==> run_1/flops_by_reg.png <==
Scale: 2 px per um. Other sequential cells in the stronger grey, the rest of the logic in the fainter grey.
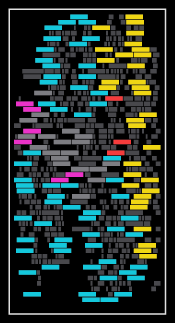
==> run_1/by_instance.png <==
Scale: 3 px per um. Other cells in grey.
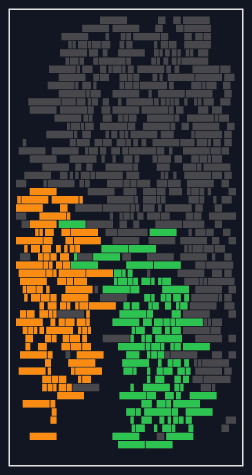
==> run_1/wires.png <==
Scale: 3 px per um.
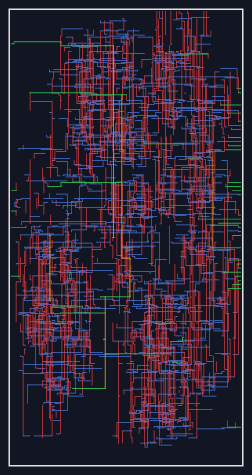
[config.mk]
export PLATFORM = sky130hd
export DESIGN_NAME = nibble_entry_ctrl
export DESIGN_NICKNAME = d
export VERILOG_FILES = /design/src/rtl/nibble_entry_pkg.sv /design/src/rtl/nibble_entry_ctrl_btn_debounce.sv /design/src/rtl/nibble_entry_ctrl.sv
export SDC_FILE = /design/constraint.sdc
export NUM_CORES = 1
export LEC_CHECK = 0
export CAP_MARGIN = 20
export CORE_ASPECT_RATIO = 2
export CORE_MARGIN = 1.5
export CORE_UTILIZATION = 50
export DETAILED_ROUTE_END_ITERATION = 10
export PLACE_DENSITY = 0.74
export SYNTH_ARGS = -nofsm -noshare
export SYNTH_HDL_FRONTEND = slang
export SYNTH_HIERARCHICAL = 1
export SYNTH_SLANG_ARGS = --single-unit
[constraint.sdc]
create_clock -name clk -period 2.15 [get_ports clk]
set_input_delay 0.43 -clock clk [delete_from_list [all_inputs] [get_ports clk]]
set_output_delay 0.43 -clock clk [all_outputs]
set_load 0.1 [all_outputs]
[src/rtl/nibble_entry_pkg.sv]
// Shared types and constants for the nibble entry controller.
package nibble_entry_pkg;

    typedef enum logic [1:0] {
        IDLE     = 2'd0,
        WRITE    = 2'd1,
        CLEAR    = 2'd2,
        WAIT_REL = 2'd3
    } state_t;

    localparam int DB_CYCLES_DEFAULT = 1000000;
    localparam int DIGIT_W           = 4;

endpackage

[src/rtl/nibble_entry_ctrl_btn_debounce.sv]
// Button conditioner: 2-FF synchronizer, stability-count debouncer and rise pulse.
module btn_debounce
    import nibble_entry_pkg::*;
#(
    parameter int DB_CYCLES = DB_CYCLES_DEFAULT
) (
    input  logic clk,
    input  logic rst_n,
    input  logic btn,
    output logic level,
    output logic rise
);

    localparam int CNT_W = (DB_CYCLES > 1) ? $clog2(DB_CYCLES) : 1;

    logic [1:0]       sync_reg;
    logic [1:0]       vld_reg;
    logic             armed_reg;
    logic             level_reg;
    logic             rise_reg;
    logic [CNT_W-1:0] cnt_reg;

    // armed_reg only sets once a genuinely synchronized low has been seen, so a
    // button held through reset must be released before it can raise an event.
    always_ff @(posedge clk or negedge rst_n) begin
        if (!rst_n) begin
            sync_reg  <= '0;
            vld_reg   <= '0;
            armed_reg <= 1'b0;
            level_reg <= 1'b0;
            rise_reg  <= 1'b0;
            cnt_reg   <= '0;
        end else begin
            sync_reg <= {sync_reg[0], btn};
            vld_reg  <= {vld_reg[0], 1'b1};
            rise_reg <= 1'b0;
            if (vld_reg[1] && !sync_reg[1]) begin
                armed_reg <= 1'b1;
            end
            if (sync_reg[1] != level_reg) begin
                if (cnt_reg == CNT_W'(DB_CYCLES - 1)) begin
                    level_reg <= sync_reg[1];
                    rise_reg  <= sync_reg[1] & armed_reg;
                    cnt_reg   <= '0;
                end else begin
                    cnt_reg <= cnt_reg + CNT_W'(1);
                end
            end else begin
                cnt_reg <= '0;
            end
        end
    end

    assign level = level_reg;
    assign rise  = rise_reg;

endmodule

[src/rtl/nibble_entry_ctrl.sv]
// Loads the switch nibble into an N-digit display buffer under LOAD/NEXT/CLEAR control.
// Optional macro AUTO_ADVANCE_EN: each write also advances the cursor.
module nibble_entry_ctrl
    import nibble_entry_pkg::*;
#(
    parameter int  NUM_DIGITS = 8,
    parameter int  DB_CYCLES  = DB_CYCLES_DEFAULT,
    localparam int CURSOR_W   = $clog2(NUM_DIGITS)
) (
    input  logic                          clk,
    input  logic                          rst_n,
    input  logic [DIGIT_W-1:0]            nibble,
    input  logic                          btn_load,
    input  logic                          btn_next,
    input  logic                          btn_clear,
    output logic [DIGIT_W*NUM_DIGITS-1:0] digits,
    output logic [CURSOR_W-1:0]           cursor,
    output logic                          wr_pulse,
    output logic                          busy
);

    localparam int BTN_LOAD  = 0;
    localparam int BTN_NEXT  = 1;
    localparam int BTN_CLEAR = 2;

    logic [2:0] btn_raw;
    logic [2:0] btn_level;
    logic [2:0] btn_rise;

    assign btn_raw = {btn_clear, btn_next, btn_load};

    genvar gi;
    generate
        for (gi = 0; gi < 3; gi++) begin : g_btn
            btn_debounce #(.DB_CYCLES(DB_CYCLES)) u_db (
                .clk   (clk),
                .rst_n (rst_n),
                .btn   (btn_raw[gi]),
                .level (btn_level[gi]),
                .rise  (btn_rise[gi])
            );
        end
    endgenerate

    logic load_evt, next_evt, clear_evt;
    assign load_evt  = btn_rise[BTN_LOAD];
    assign next_evt  = btn_rise[BTN_NEXT];
    assign clear_evt = btn_rise[BTN_CLEAR];

    state_t              state_reg, state_next;
    logic [CURSOR_W-1:0] cursor_reg, cursor_next, cursor_inc;
    logic                wr_pulse_reg;
    logic                busy_reg;
    logic [DIGIT_W-1:0]  digit_reg [NUM_DIGITS];

    assign cursor_inc = (cursor_reg == CURSOR_W'(NUM_DIGITS - 1)) ? '0
                                                                   : cursor_reg + CURSOR_W'(1);

    always_comb begin
        state_next  = state_reg;
        cursor_next = cursor_reg;
        case (state_reg)
            IDLE: begin
                if (clear_evt) begin
                    state_next = CLEAR;
                end else if (load_evt) begin
                    state_next = WRITE;
                end else if (next_evt) begin
                    cursor_next = cursor_inc;
                end
            end
            WRITE: begin
                state_next = WAIT_REL;
`ifdef AUTO_ADVANCE_EN
                cursor_next = cursor_inc;
`endif
            end
            CLEAR: begin
                state_next  = WAIT_REL;
                cursor_next = '0;
            end
            WAIT_REL: begin
                if (clear_evt) begin
                    state_next = CLEAR;
                end else if (btn_level == 3'b000) begin
                    state_next = IDLE;
                end
            end
            default: state_next = IDLE;
        endcase
    end

    // wr_pulse and busy are registered from state_next so they line up with state_reg.
    always_ff @(posedge clk or negedge rst_n) begin
        if (!rst_n) begin
            state_reg    <= IDLE;
            cursor_reg   <= '0;
            wr_pulse_reg <= 1'b0;
            busy_reg     <= 1'b0;
        end else begin
            state_reg    <= state_next;
            cursor_reg   <= cursor_next;
            wr_pulse_reg <= (state_next == WRITE);
            busy_reg     <= (state_next != IDLE);
        end
    end

    generate
        for (gi = 0; gi < NUM_DIGITS; gi++) begin : g_digit
            always_ff @(posedge clk or negedge rst_n) begin
                if (!rst_n) begin
                    digit_reg[gi] <= '0;
                end else if (state_reg == CLEAR) begin
                    digit_reg[gi] <= '0;
                end else if (state_reg == WRITE && cursor_reg == CURSOR_W'(gi)) begin
                    digit_reg[gi] <= nibble;
                end
            end
            assign digits[gi*DIGIT_W +: DIGIT_W] = digit_reg[gi];
        end
    endgenerate

    assign cursor   = cursor_reg;
    assign wr_pulse = wr_pulse_reg;
    assign busy     = busy_reg;

endmodule

==> results.py, run 1 <==
# Synthesis and PnR figures
metrics = {
    "placement": {
        "dpl_worst_slack_ns": 0.3282,
        "portBuffers": 45,
        "dpl.cell_count": 700,
    },
    "worst_hold_path": {
        "hold_start": "g_btn[1].u_db/vld_reg[0]$_DFF_PN0_",
        "hold-path-cell-count": 0,
        "min_to": "g_btn[1].u_db/vld_reg[1]$_DFF_PN0_",
    },
    "run_status": {
        "status": "finished clean",
    },
    "critical_path": {
        "reg2reg_from": "g_btn[2].u_db/cnt_reg[0]$_DFF_PN0_",
        "reg2reg_depth": 5,
        "critPathCapture": "g_btn[2].u_db/cnt_reg[18]$_DFF_PN0_",
        "crit_path_start": "g_btn[2].u_db/cnt_reg[0]$_DFF_PN0_",
        "path_class": "flop to flop",
        "critPathMaxFanout": 7,
        "crit_buf_inv": 0,
        "cp_top_family": "simple AND/OR/NAND/NOR gates",
        "crit_arrival_ns": 2.20,
    },
    "finish": {
        "sh_comb_area": 0.3634,
        "fin_cells": 729,
        "final_util": 0.6111,
        "drive_gt1_frac": 0.1460,
        "flops": 120,
    },
    "synthesis": {
        "synth.area.mux_share": 0.04529,
        "edf_count": 0,
        "ys_async_sr_fraction": 1.000,
        "top_area_frac": 0.5435,
        "compound_area_frac": 0.07246,
        "yosys_cells": 524,
        "synthFlopType": "dfrtp_1",
        "fp_nets": 547,
        "ys_chip_area_sq_um": 5525,
    },
    "power_and_ir_drop": {
        "p_seq_mw": 2.34,
        "ir_drop_mv": 1.083,
        "seqPwrFrac": 0.444,
    },
    "clock_network": {
        "cts_buffers": 17,
        "h-tree-depth": 4,
        "clock_latency_ns": 0.40,
    },
    "sta": {
        "finalHoldViolations": 0,
        "setup_viol": 0,
    },
    "global_route": {
        "met1_usage": 0.2063,
        "gr-usage-met3": 0.05030,
        "grt_max_degree": 58,
    },
    "routing": {
        "routed.top_layer": "met4",
    },
    "floorplanning": {
        "core_sq_um": 10810,
        "fp-utilization": 0.5111,
        "die_w_um": 77.33,
    },
    "flow_run": {
        "cap_violations": 0,
    },
}
-- flops_by_reg.png (at the start) --
red -> `cursor`  # flops 3
cyan -> `g_btn.u_db/cnt_reg`  # flops 60, where spread over the die
magenta -> `g_btn.u_db/vld_reg`  # flops 6, where west
yellow -> `digits`  # flops 32
not coloured = 19

-- by_instance.png (at the start) --
orange -> `g_btn[2].u_db`  # cells 117
green -> `g_btn[1].u_db`  # cells 116
not coloured = 356

-- wires.png (at the start) --
red -> metal 2  # wire length 6420 um
blue -> metal 1  # wire length 4240 um
green -> metal 3  # wire length 367 um
orange -> metal 4  # wire length 238 um
Via Count: 4080
routed len/inst: 15.45 um
Post-Route WL: 11270 um
GRT Overall Usage: 0.2069

--- run 2 (diff from run 1) ---
CORE_ASPECT_RATIO = unset   (was 2)
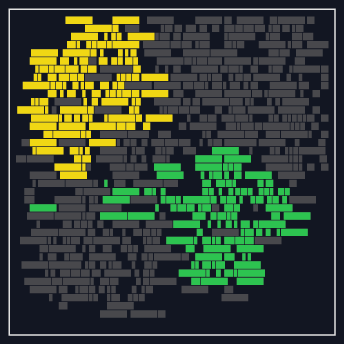
(run_2/by_instance.png)
Scale: 3 px per um. Other cells in grey.
yellow -> `g_btn[0].u_db`  # cells 118, where north-west
green -> `g_btn[1].u_db`  # cells 116
not coloured = 359
post-layout util: 0.6216
Finished Layout Cells: 733
total die size: 11690 sq um

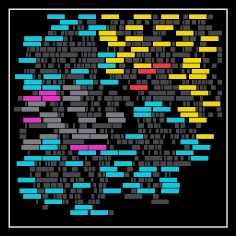
(run_2/flops_by_reg.png)
Scale: 2 px per um. Other sequential cells in the stronger grey, the rest of the logic in the fainter grey.
red -> `cursor`  # flops 3
yellow -> `digits`  # flops 32
magenta -> `g_btn.u_db/vld_reg`  # flops 6, where west
cyan -> `g_btn.u_db/cnt_reg`  # flops 60, where spread over the die
not coloured = 19

==> run 2 against run 1 <==
Clock skew rose by 0.00070 ns. Largest power group unchanged. Setup slack got worse by 0.025 ns. Critical path type unchanged. Utilization rose by 1.0 points. Register-to-register slack got worse by 0.02 ns. Total power rose by 7.4%. Final cell count rose by 0.55%. Count of clock-buffer cells in the layout fell by 4. Largest cell class unchanged. Clock power rose by 15%. Non-clock buffer count did not move. Sequential share of layout area fell by 0.70 points. Cell area rose by 1.6%. Critical path depth did not move.
==> results.py, run 2 <==
# Synthesis and PnR figures
metrics = {
    "synthesis": {
        "fp_nets": 547,
        "synthFlopType": "dfrtp_1",
    },
    "placement": {
        "portBuffers": 45,
        "dpl.cell_count": 700,
    },
    "power_and_ir_drop": {
        "ir_drop_mv": 0.5410,
    },
    "floorplanning": {
        "core_sq_um": 10790,
        "fp-utilization": 0.5119,
        "die_w_um": 108.1,
    },
    "critical_path": {
        "critPathMaxFanout": 7,
        "path_class": "flop to flop",
        "crit_buf_inv": 0,
    },
    "clock_network": {
        "clock_latency_ns": 0.51,
        "h-tree-depth": 4,
        "cts_buffers": 17,
    },
    "routing": {
        "wirelength_um": 11000,
    },
    "global_route": {
        "grt_max_degree": 45,
        "met1_usage": 0.2594,
    },
    "run_status": {
        "status": "finished clean",
    },
    "sta": {
        "setup_viol": 0,
    },
    "finish": {
        "drive_gt1_frac": 0.1568,
    },
    "worst_hold_path": {
        "hold_start": "g_btn[0].u_db/vld_reg[0]$_DFF_PN0_",
    },
    "flow_run": {
        "cap_violations": 0,
    },
}
Power and IR drop assume default switching activity.
